placement_by_type.png
Scale bar: 20 um. Fill, decap, tap and diode cells in grey.
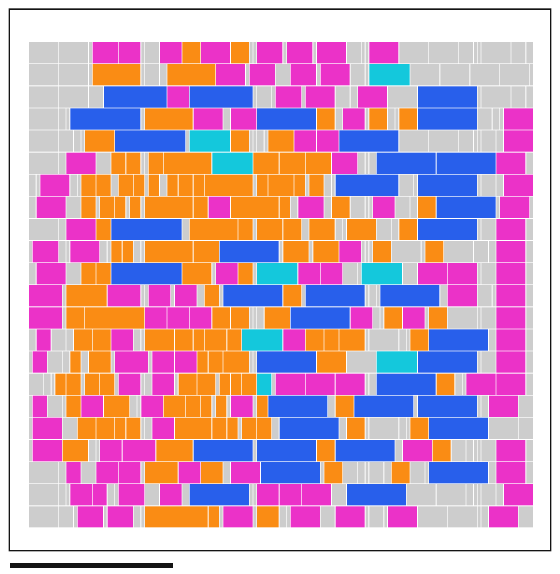
wires.png
Scale bar: 20 um. Two of the layers only.
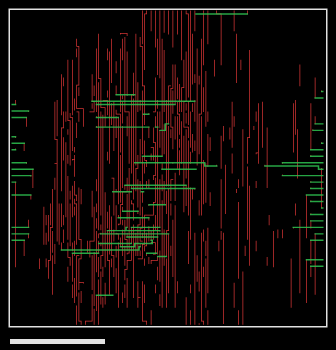
cell_density.png
The die is cut into 7 by 7 equal tiles; black is low, pale yellow is high, 0 to 100% covered.
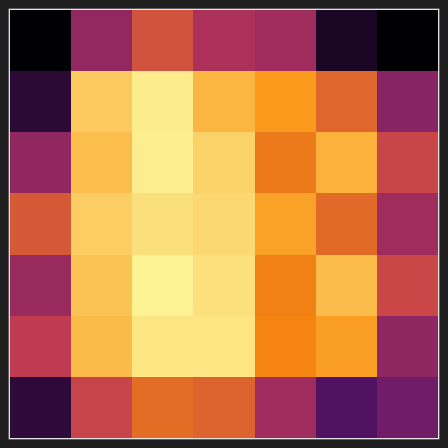
==> config.mk <==
export PLATFORM = sky130hd
export DESIGN_NAME = pipe_ctrl_unit
export DESIGN_NICKNAME = d
export VERILOG_FILES = /design/src/rtl/pipe_ctrl_pkg.sv /design/src/rtl/ctrl_decode.sv /design/src/rtl/pipe_ctrl_unit.sv
export SDC_FILE = /design/constraint.sdc
export NUM_CORES = 1
export LEC_CHECK = 0
export CAP_MARGIN = 20
export CORE_MARGIN = 2
export CORE_UTILIZATION = 41
export CTS_BUF_LIST = sky130_fd_sc_hd__clkbuf_8
export CTS_CLUSTER_SIZE = 12
export DETAILED_ROUTE_END_ITERATION = 10
export PLACE_DENSITY = 0.92
export SLEW_MARGIN = 30
export SYNTH_ARGS = -nofsm -noshare
export SYNTH_HDL_FRONTEND = slang
export SYNTH_SLANG_ARGS = --single-unit
==> constraint.sdc <==
create_clock -name clk_i -period 1.8 [get_ports clk_i]
set_clock_uncertainty 0.1 [all_clocks]
set_input_delay 0.18 -clock clk_i [delete_from_list [all_inputs] [get_ports clk_i]]
set_output_delay 0.18 -clock clk_i [all_outputs]
set_load 0.01 [all_outputs]
==> deck_impl_summary.md <==
Run Summary

Global route
  – Initial antenna violation count: 0
  – Vias in the first global route: 1531

Power
  – Power Dens Cells: 603 nW/um^2
  – Logic pwr share: 14.5%
  – Main power group: registers
  – Reg power frac: 49.3%
  – Switch Pwr: 388 uW
  – Maximum vdd drop: 0.340 mV
  – Clk pwr: 608 uW
  – Sequential power: 828 uW
  – Lkg Pwr: 0.00119 uW
  – Comb. pwr: 243 uW
  – Internal Power: 1290 uW

Final layout
  – Area Overhead vs Synth: 74.3%
  – Final std cells w/o fill: 329
  – Fraction of layout cells with a size suffix above 1: 31.7%
  – Top cell excl fill/tap: clkdlybuf4s50_1
  – Nets: 315

Place
  – Cells after DPL: 313
  – GP Congestion: 0.855
  – Dpl hpwl: 3.25 mm

Routing
  – Wire length on met3: 339 um
  – DRT Pass-1 Iters: 4

CTS
  – H-Tree Level Count: 2
  – Clock Pin Slew Worst Setup and Hold Paths: 70 ps
  – CTS Hold Buffers Added: 0
  – CTS tree: yes
  – Setup bufs post-CTS: 6
  – Clock latency on the worst-skew pair: 280 ps
  – Clock sinks: 37
  – CTS Buf Count: 5

Worst hold path
  – Min-Delay Path Depth: 4

Critical path
  – WS Path Type: reg -> out
  – FF-to-FF path depth: 8
  – Critical path required time: 1520 ps

Job
  – Tool warnings: 39

STA
  – Hold slack: 278 ps
  – Tmin final: 1950 ps
  – Least-Margin Pin Slew: 290 ps
  – Worst setup margin: -146 ps
  – Final setup viols: 5

Floorplanning
  – Die W: 66.5 um
  – Die area: 4420 um^2

Yosys
  – Top cells by area: dfxtp_1, nor2b_1, xnor2_1, xor2_1, a21oi_1
  – Synth Cell Area: 1600 um^2
  – Syn nets: 210
  – Synth Warn #: 0
  – Compound Share, Synth: 8.53%
  – Post-synth regs: 37
  – Top cell area share: 46.3%

Run status
  – Failing checks: negative setup slack
  – Outcome: finished, violations left
About placement_by_type.png:
- remaining buffers and delay cells: magenta (cells 108; share of their area 35%)
- sequential cells: blue (cells 37; share of their area 28%)
- clock drivers and dummy loads: cyan (cells 8; share of their area 3.7%)
- combinational and other logic: orange (cells 128; share of their area 33%)
area of the core: 3720 um^2
Layout Utilization: 75.0%
Seq/total area: 27.3%
Site Rows: 22
final instance area: 2790 um^2

About wires.png:
- metal 3: green (wire length 339 um)
- metal 2: red (wire length 2560 um)
wire length per cell: 14.8 um
final WL: 4.87 mm

About cell_density.png:
- tiles over 75% full: 41%
- emptiest ninth of the die: upper right
- nearly empty tiles: 4.1%
- fullest tile: 97%
- mean over tiles: 62%
- densest ninth of the die: centre
Initial Util: 43.0%

-- final cells by class --
| cell class | count | area share, % |
|---|---|---|
| Clock inverter | 1 | 0.180 |
| Inverter | 1 | 0.135 |
| Sequential cell | 37 | 27.3 |
| Multi-Input combinational cell | 127 | 32.6 |
| Timing Repair Buffer | 108 | 34.2 |
| Clock buffer | 7 | 3.46 |
| Tap cell | 48 | 2.16 |
-- worst max-delay path, cell delays in order (launching register included) --
cell      delay [ps]
dfxtp_4          370
xnor2_1          220
nand2_2          100
o22ai_2          180
o211a_1          190
nand3b_1         140
nor3_1            50
buf_2            140
-- metrics by stage --
stage	power, uW	setup slack [ps]
3_3_place_gp	1070	-725
6_report	1680	-146
4_1_cts	1680	-127
5_1_grt	1740	-226
3_5_place_dp	1070	-737
2_1_floorplan	944	87.5
Power is estimated from default activity; no workload was simulated.
